## config.mk

```make
export PLATFORM = sky130hd
export DESIGN_NAME = dht11_responder
export DESIGN_NICKNAME = d
export VERILOG_FILES = /design/src/rtl/dht11_responder.sv
export SDC_FILE = /design/constraint.sdc
export NUM_CORES = 1
export LEC_CHECK = 0
export CAP_MARGIN = 0
export CORE_ASPECT_RATIO = 0.8
export CORE_MARGIN = 5
export CORE_UTILIZATION = 53
export DETAILED_ROUTE_END_ITERATION = 10
export MAX_ROUTING_LAYER = met4
export PLACE_DENSITY = 0.73
export SYNTH_ARGS = -nofsm -noshare
export SYNTH_HDL_FRONTEND = slang
export SYNTH_SLANG_ARGS = --single-unit
```

## constraint.sdc

```tcl
create_clock -name clk -period 3.54 [get_ports clk]
set_input_delay 0.708 -clock clk [delete_from_list [all_inputs] [get_ports clk]]
set_output_delay 0.708 -clock clk [all_outputs]
set_load 0.005 [all_outputs]
```

## src/rtl/dht11_responder.sv

```systemverilog
// DHT11 sensor emulator: waits for a host start pulse on the single-wire bus, then
// answers with the response preamble and a 40-bit humidity/temperature frame.
module dht11_responder #(
  parameter int US_CYCLES  = 1,
  parameter int T_START_US = 18000,
  parameter int T_WAIT_US  = 30
) (
  input  logic       clk,
  input  logic       rst_n,
  input  logic       dht_in,
  output logic       dht_oe,
  input  logic       load,
  input  logic [7:0] hum_int,
  input  logic [7:0] hum_dec,
  input  logic [7:0] temp_int,
  input  logic [7:0] temp_dec,
  output logic       busy,
  output logic       frame_done
);
  localparam int START_C = T_START_US * US_CYCLES;
  localparam int WAIT_C  = T_WAIT_US * US_CYCLES;
  localparam int RESP_C  = 80 * US_CYCLES;
  localparam int BLOW_C  = 50 * US_CYCLES;
  localparam int B0_C    = 26 * US_CYCLES;
  localparam int B1_C    = 70 * US_CYCLES;
  localparam int MAX_C   = (START_C > WAIT_C) ? ((START_C > RESP_C) ? START_C : RESP_C)
                                              : ((WAIT_C > RESP_C) ? WAIT_C : RESP_C);
  localparam int CNT_W   = $clog2(MAX_C + 1);

  typedef logic [CNT_W-1:0] cnt_t;
  typedef enum logic [2:0] {
    IDLE, HOST_LOW, WAIT, RESP_LOW, RESP_HIGH, BIT_LOW, BIT_HIGH, END_LOW
  } state_t;

  function automatic logic [7:0] checksum(input logic [31:0] w);
    logic [9:0] sum;
    sum = {2'b00, w[31:24]} + {2'b00, w[23:16]} + {2'b00, w[15:8]} + {2'b00, w[7:0]};
    return sum[7:0];
  endfunction

  logic [1:0]  sync_q, sync_d;
  state_t      state_q, state_d;
  cnt_t        cnt_q, cnt_d;
  logic [5:0]  bit_cnt_q, bit_cnt_d;
  logic [39:0] frame_q, frame_d;
  logic [31:0] shadow_q, shadow_d;
  logic        oe_q, oe_d;
  logic        busy_q, busy_d;
  logic        done_q, done_d;
  logic        line;

  assign line = sync_q[1];

  always_comb begin
    sync_d    = {sync_q[0], dht_in};
    state_d   = state_q;
    cnt_d     = cnt_q + cnt_t'(1);
    bit_cnt_d = bit_cnt_q;
    frame_d   = frame_q;
    shadow_d  = load ? {hum_int, hum_dec, temp_int, temp_dec} : shadow_q;
    oe_d      = oe_q;
    busy_d    = busy_q;
    done_d    = 1'b0;
    case (state_q)
      IDLE: begin
        cnt_d = '0;
        if (!line) state_d = HOST_LOW;
      end
      HOST_LOW: begin
        // cnt_q is one less than the number of low cycles seen so far
        if (line) begin
          if (cnt_q >= cnt_t'(START_C - 1)) begin
            state_d = WAIT;
            busy_d  = 1'b1;
            frame_d = {shadow_q, checksum(shadow_q)};
          end else begin
            state_d = IDLE;
          end
        end else if (cnt_q == cnt_t'(START_C)) begin
          cnt_d = cnt_q;
        end
      end
      WAIT: if (cnt_q == cnt_t'(WAIT_C - 1)) begin
        state_d = RESP_LOW;
        oe_d    = 1'b1;
      end
      RESP_LOW: if (cnt_q == cnt_t'(RESP_C - 1)) begin
        state_d = RESP_HIGH;
        oe_d    = 1'b0;
      end
      RESP_HIGH: if (cnt_q == cnt_t'(RESP_C - 1)) begin
        state_d   = BIT_LOW;
        oe_d      = 1'b1;
        bit_cnt_d = '0;
      end
      BIT_LOW: if (cnt_q == cnt_t'(BLOW_C - 1)) begin
        state_d = BIT_HIGH;
        oe_d    = 1'b0;
      end
      BIT_HIGH: begin
        // frame_q shifts left so the bit on the wire is always frame_q[39]
        if (cnt_q == (frame_q[39] ? cnt_t'(B1_C - 1) : cnt_t'(B0_C - 1))) begin
          frame_d = {frame_q[38:0], 1'b0};
          oe_d    = 1'b1;
          if (bit_cnt_q == 6'd39) begin
            state_d = END_LOW;
          end else begin
            state_d   = BIT_LOW;
            bit_cnt_d = bit_cnt_q + 6'd1;
          end
        end
      end
      END_LOW: if (cnt_q == cnt_t'(BLOW_C - 1)) begin
        state_d = IDLE;
        oe_d    = 1'b0;
        busy_d  = 1'b0;
        done_d  = 1'b1;
      end
      default: state_d = IDLE;
    endcase
    if (state_d != state_q) cnt_d = '0;
  end

  always_ff @(posedge clk or negedge rst_n) begin
    if (!rst_n) begin
      sync_q    <= 2'b11;
      state_q   <= IDLE;
      cnt_q     <= '0;
      bit_cnt_q <= '0;
      frame_q   <= '0;
      shadow_q  <= '0;
      oe_q      <= 1'b0;
      busy_q    <= 1'b0;
      done_q    <= 1'b0;
    end else begin
      sync_q    <= sync_d;
      state_q   <= state_d;
      cnt_q     <= cnt_d;
      bit_cnt_q <= bit_cnt_d;
      frame_q   <= frame_d;
      shadow_q  <= shadow_d;
      oe_q      <= oe_d;
      busy_q    <= busy_d;
      done_q    <= done_d;
    end
  end

  assign dht_oe     = oe_q;
  assign busy       = busy_q;
  assign frame_done = done_q;
endmodule

```

==> run summary, run 1 <==
Detail Route met2 WL -> 5070 um
Slowest cell on the critical path -> sky130_fd_sc_hd__fa_1
Average footprint of a synthesized cell -> 10.3 um2
Gate count of the mapped netlist -> 523
Register-to-Register Path Depth -> 13
Core occupancy in the finished layout -> 62.9%
CP Buf/Inv Count -> 4
Worst-path fanout max -> 2
Area after detailed placement -> 5850 um2
Setup TNS -> 0 ns
Total wire length after detailed routing -> 10900 um
Max VDD drop -> 0.304 mV
Share of flip-flops with an asynchronous set or reset after synthesis -> 100%
Layer with the highest usage -> met2
Status -> complete, no violations
Power Dens Cells -> 461 nW/um2
Post-Place Cells -> 672
Mapped Area -> 5390 um2
Number of clock sinks seen by CTS -> 101
Final ANT Viol Nets -> 0
Proportion of power drawn by the clock network -> 34.2%
Delay of the slowest cell on the worst path -> 0.57 ns
Buffer levels on the longest clock path -> 2
Sequential group share of total power -> 44.2%
Most common logic cells in the final layout -> sky130_fd_sc_hd__dfrtp_1 (99), sky130_fd_sc_hd__nor2_1 (71), sky130_fd_sc_hd__a21oi_1 (49), sky130_fd_sc_hd__clkdlybuf4s50_1 (37), sky130_fd_sc_hd__mux2i_1 (36)
Finish-stage setup viols -> 0
R2r setup slk -> 0.57 ns
GRT met1 Usage -> 28.2%
Share of total power consumed by net switching -> 29.2%
Die outline area -> 12300 um2
Worst R2R Start -> shadow_q[1]
CP Depth -> 13
Heaviest power group -> sequential cells
Setup Fix Bufs, Post-CTS -> 0
Overall via count from detail_route -> 3852
Number of inserted diodes -> 0
Share of the core filled by cells before placement -> 55.1%
Worst Setup Start Kind -> flip-flop
Clock Latency Late Sink -> 0.35 ns
Timing endpoint of the critical path -> frame_q[7]
Leakage -> 2.94 nW
Post-place setup slack -> 0.566 ns
Worst setup startpoint -> shadow_q[1]
Worst max-slew margin expressed relative to the limit -> 44.7%
Total power -> 2.83 mW
Clock Skews -> 0.00700 ns
Iter 0 DRT Violations -> 285
Buffer cell driving the clock tree root -> sky130_fd_sc_hd__clkbuf_16
Total Routing Usage GR -> 19.9%
Clk slew on worst S/H paths -> 0.07 ns
Post-CTS Resized -> 0
TritonCTS buffer count -> 9
Wire length the detailed router placed on met1 -> 5190 um
Ys cells -> 523
Achievable clock frequency -> 336 MHz
Final hold violation count -> 0
Via density -> 5.60
Post-detail-place hpwl -> 7560 um
Nets@finish -> 608
Via count of the first global-routing pass -> 3802
Total global routing overflow -> 0
Non-filler instance count after layout -> 688
Synth cell types -> 56
Type of the tightest min-delay check -> reg2reg
Net count of the mapped netlist -> 584
Cell-by-cell trace of the critical path -> inv_1 -> fa_1 -> fa_1 -> inv_1 -> ha_1 -> inv_1 -> fa_1 -> inv_1 -> a21o_1 -> a21oi_1 -> o21ai_0 -> xnor2_1 -> a21oi_1
Global-route wire length before repair -> 18900 um
Met2 routing resource usage after global routing -> 29.7%
Chip Width -> 123 um
Initial antenna violation count -> 0
Proportion of power drawn by combinational gates -> 21.6%
Reported combinational group power -> 0.612 mW
Portion of the post-synthesis area used by sequential elements -> 47.0%
P_seq -> 1.25 mW
Flip-flops with a built-in enable -> 0
Critical path arrival -> 3.18 ns
Slew at the pin with the worst max-slew slack -> 0.826 ns
Routed len/inst -> 15.8 um
Worst hold slack after final layout -> 0.358 ns
Capture point of the worst reg-to-reg path -> frame_q[7]
-- run 1: layout make-up --
| cell class | count | area [um2] | area share (%) |
|---|---|---|---|
| repair buffers | 42 | 433 | 7.05 |
| clock buffers | 10 | 239 | 3.89 |
| well taps | 136 | 170 | 2.77 |
| multi-input cells | 363 | 2600 | 42.4 |
| clock inverters | 6 | 53.8 | 0.876 |
| flip-flops and latches | 101 | 2530 | 41.2 |
| inverters | 30 | 113 | 1.83 |
-- run 1: state kept, by name, summed over array words and instances, names as in the netlist --
register,count
frame_q,40
frame_done,1
sync_q,2
shadow_q,32
bit_cnt_q,6
busy,1
dht_oe,1
cnt_q,15
state_q,3
-- run 1: Yosys cell counts, types with 2 or more instances --
cell                       number  area share (%)
sky130_fd_sc_hd__buf_6          2            0.42
sky130_fd_sc_hd__mux2i_1       36             6.7
sky130_fd_sc_hd__xor2_1        11             1.8
sky130_fd_sc_hd__nor2_1        71             4.9
sky130_fd_sc_hd__buf_2          7            0.65
sky130_fd_sc_hd__a211oi_1       3            0.42
sky130_fd_sc_hd__inv_1         29             2.0
sky130_fd_sc_hd__o31ai_1        2            0.28
sky130_fd_sc_hd__o21ai_0       21             2.0
sky130_fd_sc_hd__o211ai_1       2            0.28
sky130_fd_sc_hd__a21o_1         4            0.56
sky130_fd_sc_hd__dfstp_2        2            0.98
sky130_fd_sc_hd__a21oi_1       49             4.6
sky130_fd_sc_hd__nand4_1        7            0.81
sky130_fd_sc_hd__o21bai_1       2            0.28
sky130_fd_sc_hd__fa_1          14             5.2
sky130_fd_sc_hd__clkbuf_1      13            0.91
sky130_fd_sc_hd__buf_4          5            0.70
sky130_fd_sc_hd__nand4b_1       2            0.33
sky130_fd_sc_hd__dfrtp_1       99              46
sky130_fd_sc_hd__mux2_2        23             4.8
sky130_fd_sc_hd__or3_1          2            0.23
sky130_fd_sc_hd__nor3_1         6            0.56
sky130_fd_sc_hd__nor4bb_1       2            0.37
sky130_fd_sc_hd__a31oi_1        2            0.23
sky130_fd_sc_hd__nor4_1         2            0.23
sky130_fd_sc_hd__or4_1          2            0.28
sky130_fd_sc_hd__ha_1          11             2.6
sky130_fd_sc_hd__xnor2_1       16             2.6
sky130_fd_sc_hd__and4_1         4            0.65
sky130_fd_sc_hd__nand2_1       36             2.5
sky130_fd_sc_hd__nand3_1       12             1.1
-- run 1: worst min-delay path by stage --
| stage | to | slack, ns | cells after the start | startpoint |
|---|---|---|---|---|
| finish | sync_q[1] | 0.36 | 0 | sync_q[0] |
| detailed placement | sync_q[1] | 0.35 | 0 | sync_q[0] |
| floorplan | sync_q[1] | 0.35 | 0 | sync_q[0] |
| global route | sync_q[1] | 0.37 | 0 | sync_q[0] |
| global placement | sync_q[1] | 0.35 | 0 | sync_q[0] |
| CTS | sync_q[1] | 0.36 | 0 | sync_q[0] |
-- run 1: kinds of logic (layout without fill, tap and decap cells) --
kind of cell    count (synthesis)  after routing  share of synthesized area (%)
flops                         101            101                           47.0
fa+ha+maj                      25             25                           7.76
buf+inv                        59             88                           4.93
mux                            59             59                           11.5
compound gates                 96             96                           10.5
simple gates                  156            156                           13.9
xor+xnor                       27             27                           4.39
run_1/metal_density.png
Drawn at 3 px/um. 25 x 20 tiles, from dark purple (low) to yellow (high), scaled to the fullest tile. Values are wire area over tile area, all layers added.
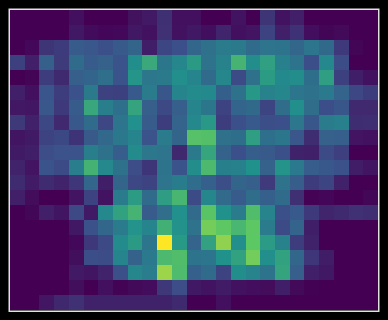
nearly empty tiles: 20%
emptiest ninth of the die: bottom left
tiles over half the peak: 9.4%
mean over tiles: 0.14
fullest tile: 0.58

run_1/power_grid.png
Drawn at 4 px/um. Pins as bars on the die edge.
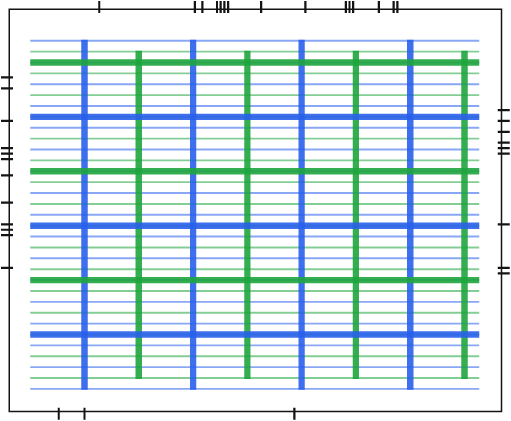
[VSS] blue
[VDD] green
signal pins: 39
rows: 32
met1 rails: 33
met4 straps: 8
met5 straps: 6

run_1/detail.png
Region (36, 45) to (86, 95) um. Cells in gray, sequential cells in the stronger gray; small squares are vias.
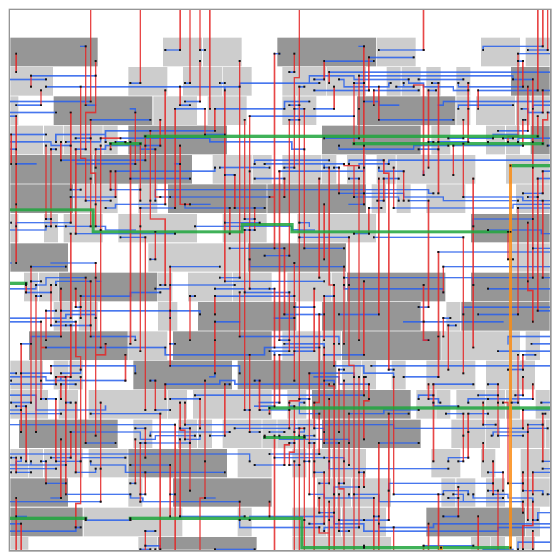
[metal 2] red
[metal 1] blue
[metal 4] orange
[metal 3] green
netlist names of flops here include: frame_q (21), shadow_q (12)
cells with their middle in the window: 153
most frequent: dfrtp_1 (33), a21oi_1 (23), nor2_1 (20)
sequential cells in the window: 33

run_1/placement.png
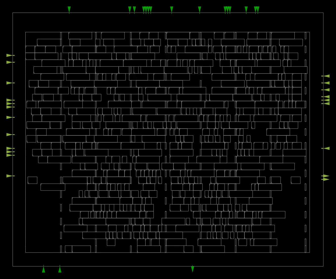

==> inputs of run 2 (changes only) <==
==> constraint.sdc (replaced) <==
create_clock -name clk -period 3.1 [get_ports clk]
set_input_delay 0.62 -clock clk [delete_from_list [all_inputs] [get_ports clk]]
set_output_delay 0.62 -clock clk [all_outputs]
set_load 0.005 [all_outputs]
run_2/placement.png
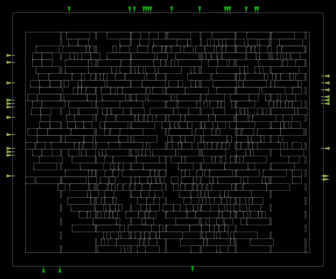
area inside the core boundary: 9770 um2
core occupancy in the finished layout: 63.3%
non-filler instance count after layout: 688
Tap Count: 136
num sequential: 101

==> run 2 against run 1 <==
  * Total power increased by 17%
  * Wire length increased by 1.5%
  * Critical path type unchanged
  * Cell count unchanged
  * Die size unchanged
  * Combinational power increased by 15%
  * Register-to-register slack got worse by 0.35 ns
  * Flip-flop count unchanged
  * Area after synthesis unchanged
  * Utilization increased by 0.40 points
  * Critical endpoint unchanged
==> run summary, run 2 <==
Worst Setup Start Kind -> flip-flop
Worst-path fanout max -> 2
Flip-flops with a built-in enable -> 0
Share of flip-flops with an asynchronous set or reset after synthesis -> 100%
Total wire length after detailed routing -> 11100 um
Achievable clock frequency -> 346 MHz
Max VDD drop -> 0.308 mV
GRT met1 Usage -> 28.8%
Average footprint of a synthesized cell -> 10.3 um2
Number of clock sinks seen by CTS -> 101
Final hold violation count -> 0
Met2 routing resource usage after global routing -> 28.8%
Most common logic cells in the final layout -> sky130_fd_sc_hd__dfrtp_1 (99), sky130_fd_sc_hd__nor2_1 (71), sky130_fd_sc_hd__a21oi_1 (47), sky130_fd_sc_hd__clkdlybuf4s50_1 (37), sky130_fd_sc_hd__mux2i_1 (36)
Most frequently used cell type in the post-synthesis netlist -> sky130_fd_sc_hd__dfrtp_1
Global-route wire length before repair -> 18900 um
Via density -> 5.55
Total global routing overflow -> 0
Post-detail-place hpwl -> 7700 um
CP Depth -> 13
Routed len/inst -> 16.1 um
Power Dens Cells -> 538 nW/um2
Buffer levels on the longest clock path -> 2
Slowest cell on the critical path -> sky130_fd_sc_hd__fa_1
Register with the most flip-flops -> frame_q
Leakage -> 2.95 nW
Total Routing Usage GR -> 20.1%
Clk slew on worst S/H paths -> 0.06 ns
Setup TNS -> 0 ns
Mapped Area -> 5390 um2
Overall via count from detail_route -> 3818
Slew at the pin with the worst max-slew slack -> 0.644 ns
Final ANT Viol Nets -> 0
Area after detailed placement -> 5850 um2
Buffer cell driving the clock tree root -> sky130_fd_sc_hd__clkbuf_16
Initial antenna violation count -> 0
Most common cell after layout, fill and taps aside -> sky130_fd_sc_hd__dfrtp_1
Critical path arrival -> 3.08 ns
Chip Width -> 123 um
Number of inserted diodes -> 0
Portion of the post-synthesis area used by sequential elements -> 47.0%
Clock Skews -> 0.00456 ns
Gate count of the mapped netlist -> 523
Layer with the highest usage -> met1
Ys cells -> 523
Filler instances -> 831
Top cells by area in the synthesized netlist -> sky130_fd_sc_hd__dfrtp_1 (46%), sky130_fd_sc_hd__mux2i_1 (6.7%), sky130_fd_sc_hd__fa_1 (5.2%)
Leading registers by flop count -> frame_q x40, shadow_q x32, cnt_q x15
Synth cell types -> 56
Status -> complete, no violations
Nets@finish -> 608
Clock Latency Late Sink -> 0.34 ns
Via count of the first global-routing pass -> 3773
Finish-stage setup viols -> 0
Die outline area -> 12300 um2
Post-place setup slack -> 0.143 ns
Type of the tightest min-delay check -> in2async
Area share of the largest cell type after synthesis -> 46.0%
Worst hold slack after final layout -> 0.288 ns
Delay of the slowest cell on the worst path -> 0.46 ns
Most frequent cells after synthesis -> sky130_fd_sc_hd__dfrtp_1 (99), sky130_fd_sc_hd__nor2_1 (71), sky130_fd_sc_hd__a21oi_1 (49), sky130_fd_sc_hd__mux2i_1 (36), sky130_fd_sc_hd__nand2_1 (36)
Cell-by-cell trace of the critical path -> inv_1 -> fa_1 -> fa_1 -> inv_1 -> ha_1 -> inv_1 -> fa_1 -> inv_1 -> a21o_1 -> a21oi_2 -> o21ai_1 -> xnor2_1 -> a21oi_1
Number of flip-flops under the largest register name -> 40
CP Buf/Inv Count -> 4
Stage-log warning count -> 29
Worst max-slew margin expressed relative to the limit -> 57.1%
Register-to-Register Path Depth -> 13
Iter 0 DRT Violations -> 238
run_2/sizes.png
Drawn at 2 px/um.
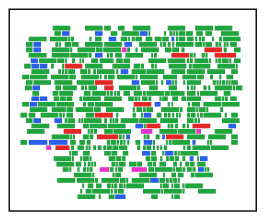
[_3 and _4 cells] magenta | cells: 6 | share: 1.1%
[_6 and larger] red | cells: 14 | share: 2.5%
[_2 cells] blue | cells: 38 | share: 6.9%
[_0 and _1 cells] green | cells: 494 | share: 89%
cell area after layout: 6180 um2
Worst Setup Slack, final: 0.212 ns
non-clock buffer total of the final layout: 42
area growth from synthesis to layout: 14.8%

run 2: netlist changes by cell type in the layout (fill, tap and decap cells not counted), moves of 2 or more:
cell,previous run,this run
sky130_fd_sc_hd__a21oi_1,49,47
sky130_fd_sc_hd__a21oi_2,0,2
sky130_fd_sc_hd__bufinv_16,0,2
sky130_fd_sc_hd__clkinv_2,1,3
sky130_fd_sc_hd__inv_6,2,0
sky130_fd_sc_hd__inv_8,2,0
run 2: cell type report:
type	count	area, um2	share of cell area, %
clock buffers	11	243	3.93
multi-input cells	363	2620	42.3
flip-flops and latches	101	2530	40.9
repair buffers	42	433	7.00
well taps	136	170	2.75
clock inverters	5	75.1	1.21
inverters	30	113	1.82
run 2: cells by family after synthesis:
kind of cell	count (synthesis)	synth area share [%]
AND/OR/NAND/NOR	156	13.9
flip-flops	101	47.0
AND-OR/OR-AND	96	10.5
buffers and inverters	59	4.93
multiplexers	59	11.5
XOR/XNOR	27	4.39
adder cells (fa/ha/maj)	25	7.76
run 2: timing repair:
action,in CTS,in global routing
endpoints found under the setup margin,0,3
buffers inserted,0,0
gates resized,0,4
run 2: path summary, 6_finish.rpt:
path | startpoint | end | slack [ns]
setup / recovery | shadow_q[9] | frame_q[7] | 0.21
hold reg to reg | sync_q[0] | sync_q[1] | 0.36
hold / removal | rst_n | shadow_q[23] | 0.29
setup reg to reg | shadow_q[9] | frame_q[7] | 0.21
max in group asynchronous | rst_n | shadow_q[26] | 2.13
min in group clk | sync_q[0] | sync_q[1] | 0.36
run 2: power by group:
part           switching [mW]  internal, mW
Sequential             0.0605          1.37
Clock                   0.467         0.725
Combinational           0.363         0.338
run 2: metal layers:
layer	wire, um	share of wire [%]	up-vias
met4	133	1.2	0
li1	-	-	1850
met2	5030	46	86
met3	466	4.2	12
met5	0	0	-
met1	5420	49	1870
run 2: per-stage QoR:
step	power [mW]	cells
3_3_place_gp	2.11	672
2_1_floorplan	1.94	523
3_5_place_dp	2.13	672
6_report	3.32	688
4_1_cts	3.34	688
5_1_grt	3.52	688
run_2/metal_density.png
Drawn at 3 px/um. 25 x 20 tiles, from dark purple (low) to yellow (high), scaled to the fullest tile. Values are wire area over tile area, all layers added.
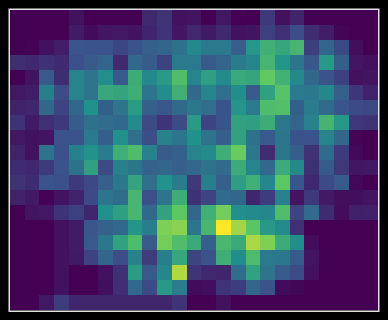

==> inputs of run 3 (changes only) <==
--- a/config.mk
+++ b/config.mk
@@ -9,6 +9,7 @@
 export CORE_ASPECT_RATIO = 0.8
 export CORE_MARGIN = 5
 export CORE_UTILIZATION = 53
+export CTS_CLUSTER_DIAMETER = 80
 export DETAILED_ROUTE_END_ITERATION = 10
 export MAX_ROUTING_LAYER = met4
 export PLACE_DENSITY = 0.73
==> constraint.sdc (replaced) <==
create_clock -name clk -period 3.4 [get_ports clk]
set_input_delay 0.68 -clock clk [delete_from_list [all_inputs] [get_ports clk]]
set_output_delay 0.68 -clock clk [all_outputs]
set_load 0.005 [all_outputs]
run_3/metal_density.png
Drawn at 3 px/um. 25 x 20 tiles, from dark purple (low) to yellow (high), scaled to the fullest tile. Values are wire area over tile area, all layers added.
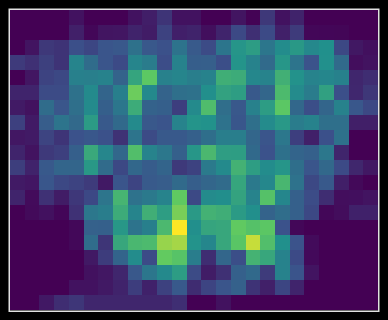
tiles over half the peak: 14%
emptiest ninth of the die: bottom left
fullest tile: 0.52
mean over tiles: 0.14
nearly empty tiles: 19%
overall via count from detail_route: 3767
routed len/inst: 15.7 um
total wire length after detailed routing: 10800 um
Total Routing Usage GR: 20.1%

==> run 3 against run 2 <==
  * Worst setup slack gained 0.25 ns
  * Clock skew rose by 0.0020 ns
  * Clock power shrank about 20%
  * Critical path depth unchanged
  * Via count decreased by 1.3%
  * Final area down 0.51%
  * Cell count rose by 0.15%
  * Area after synthesis is the same
  * Global-route usage about the same
  * Synthesized cell count is the same
  * Register-to-register slack improved by 0.25 ns
  * Hold slack better by 0.070 ns
==> run summary, run 3 <==
Status -> complete, no violations
Slowest cell on the critical path -> sky130_fd_sc_hd__fa_1
Top cells by area in the synthesized netlist -> sky130_fd_sc_hd__dfrtp_1 (46%), sky130_fd_sc_hd__mux2i_1 (6.7%), sky130_fd_sc_hd__fa_1 (5.2%)
Post-place setup slack -> 0.466 ns
Post-Place Cells -> 673
Net count of the mapped netlist -> 584
Setup TNS -> 0 ns
Register with the most flip-flops -> frame_q
Largest combinational cell category by area -> simple AND/OR/NAND/NOR gates
Buffer cell driving the clock tree root -> sky130_fd_sc_hd__clkbuf_16
Compound-cell area share of the yosys netlist -> 10.5%
Count of yosys warnings during synthesis -> 0
Most frequently used cell type in the post-synthesis netlist -> sky130_fd_sc_hd__dfrtp_1
Nets@finish -> 609
Area share of the largest cell type after synthesis -> 46.0%
Mapped Area -> 5390 um2
Worst-path fanout max -> 2
Critical path arrival -> 3.13 ns
Number of flip-flops under the largest register name -> 40
Simple-gate share of the synthesized area -> 13.9%
Number of clock sinks seen by CTS -> 101
Buffer levels on the longest clock path -> 2
TritonCTS buffer count -> 9
Stage-log warning count -> 28
Cell internal power dissipation -> 2.12 mW
Initial antenna violation count -> 0
Non-filler instance count after layout -> 689
Filler instances -> 805
Clock Skews -> 0.00660 ns
Mux cell area share -> 11.5%
Final ANT Viol Nets -> 0
Cell-by-cell trace of the critical path -> inv_1 -> fa_1 -> fa_1 -> inv_1 -> ha_1 -> inv_1 -> fa_1 -> inv_1 -> a21o_1 -> a21oi_1 -> o21ai_0 -> xnor2_1 -> a21oi_1
Gate count of the mapped netlist -> 523
Setup Fix Bufs, Post-CTS -> 0
Average footprint of a synthesized cell -> 10.3 um2
Fraction of the mapped netlist area in adder cells -> 7.76%
Most area-hungry cell type in the Yosys netlist -> sky130_fd_sc_hd__dfrtp_1
Leading registers by flop count -> frame_q x40, shadow_q x32, cnt_q x15
Final critical-path required period -> 2.93 ns
Clk slew on worst S/H paths -> 0.07 ns
Max VDD drop -> 0.259 mV
Share of total power consumed by net switching -> 27.8%
Power Dens Cells -> 478 nW/um2
Flip-flops with a built-in enable -> 0
Number of inserted diodes -> 0
Worst Setup Start Kind -> flip-flop
Area inside the core boundary -> 9770 um2
Die outline area -> 12300 um2
Most frequent cells after synthesis -> sky130_fd_sc_hd__dfrtp_1 (99), sky130_fd_sc_hd__nor2_1 (71), sky130_fd_sc_hd__a21oi_1 (49), sky130_fd_sc_hd__mux2i_1 (36), sky130_fd_sc_hd__nand2_1 (36)
Flop and latch count out of synthesis -> 101
Share of flip-flops with an asynchronous set or reset after synthesis -> 100%
Iter 0 DRT Violations -> 337
Total global routing overflow -> 0
Synth cell types -> 56
Achievable clock frequency -> 341 MHz
Via count of the first global-routing pass -> 3859
Chip Width -> 123 um
Via density -> 5.47
Worst max-slew margin expressed relative to the limit -> 45.3%
Ys cells -> 523
Post-detail-place hpwl -> 7800 um
Sequential group share of total power -> 44.3%
Post-CTS Resized -> 0
Leakage -> 2.94 nW
CP Buf/Inv Count -> 4
Proportion of power drawn by the clock network -> 34.4%
Share of the core filled by cells before placement -> 55.1%
Portion of the post-synthesis area used by sequential elements -> 47.0%
Final hold violation count -> 0
Fraction of synthesized cell area in xor and xnor cells -> 4.39%
Slew at the pin with the worst max-slew slack -> 0.817 ns
Finish-stage setup viols -> 0
Clock Latency Late Sink -> 0.34 ns
run_3/sizes.png
Drawn at 2 px/um.
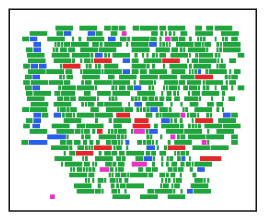
[_6 and larger] red | cells: 13 | share: 2.4%
[_0 and _1 cells] green | cells: 498 | share: 90%
[_2 cells] blue | cells: 33 | share: 6.0%
[_3 and _4 cells] magenta | cells: 9 | share: 1.6%
Worst Setup Slack, final: 0.466 ns
area growth from synthesis to layout: 14.2%
non-clock buffer total of the final layout: 43
cell area after layout: 6150 um2

-- run 3: cell types whose count changed in the layout (fill, tap and decap cells not counted), sizes merged --
cell,change
buf,+1
bufinv,-1
clkinv,-1
clkinvlp,+1
inv,+1
-- run 3: routing by layer --
metal | global-route usage (%) | part of all wire (%)
met1 | 28.6 | 49
met2 | 29.9 | 46
met3 | 4.79 | 4.0
met4 | 3.44 | 0.67
met5 | - | 0
-- run 3: worst reg2reg max path: stages, from the launching register on --
cell and delay, ns:
sky130_fd_sc_hd__dfrtp_1 0.36, sky130_fd_sc_hd__inv_1 0.07, sky130_fd_sc_hd__fa_1 0.56, sky130_fd_sc_hd__fa_1 0.41
sky130_fd_sc_hd__inv_1 0.06, sky130_fd_sc_hd__ha_1 0.16, sky130_fd_sc_hd__inv_1 0.05, sky130_fd_sc_hd__fa_1 0.39
sky130_fd_sc_hd__inv_1 0.07, sky130_fd_sc_hd__a21o_1 0.11, sky130_fd_sc_hd__a21oi_1 0.08, sky130_fd_sc_hd__o21ai_0 0.24
sky130_fd_sc_hd__xnor2_1 0.15, sky130_fd_sc_hd__a21oi_1 0.09
-- run 3: power groups by stage --
stage	logic, mW	registers, mW	clock network [mW]
global placement	0.607	1.32	0
detailed placement	0.631	1.33	0
CTS	0.633	1.30	1.04
floorplan	0.463	1.30	0
finish	0.624	1.30	1.01
global route	0.722	1.31	1.09
-- run 3: metrics by stage --
| stage | util [%] | hold WS, ns | area, um2 | power, mW |
|---|---|---|---|---|
| after floorplan | - | 0.345 | 5390 | 1.77 |
| after CTS | 62.9 | 0.359 | 6150 | 2.97 |
| after global placement | 60.0 | 0.346 | 5860 | 1.93 |
| after global routing | 62.9 | 0.364 | 6150 | 3.12 |
| final | 62.9 | 0.358 | 6150 | 2.94 |
| after detailed placement | 60.0 | 0.348 | 5860 | 1.96 |
-- run 3: logic make-up after synthesis --
kind of cell | after synthesis
compound gates | 96
xor+xnor | 27
simple gates | 156
mux | 59
flops | 101
fa+ha+maj | 25
buf+inv | 59
-- run 3: path summary, 6_finish.rpt --
kind,start,endpoint,slack (ns),depth (start not counted)
setup reg to reg,shadow_q[1],frame_q[7],0.47,13
hold reg to reg,sync_q[0],sync_q[1],0.36,0
max in group asynchronous,rst_n,frame_q[34],2.28,2
setup / recovery,shadow_q[1],frame_q[7],0.47,13
hold / removal,sync_q[0],sync_q[1],0.36,0
min in group asynchronous,rst_n,bit_cnt_q[3],0.42,1
-- run 3: layout make-up --
class                      count  area, um2  area share (%)
tap                          136        170            2.77
sequential                   101       2530            41.1
clock buffer                  11        233            3.78
clock inverter                 5       60.1           0.977
timing repair buffer          43        440            7.16
multi-input combinational    363       2600            42.3
inverter                      30        113            1.83
Power is estimated from default activity; no workload was simulated.
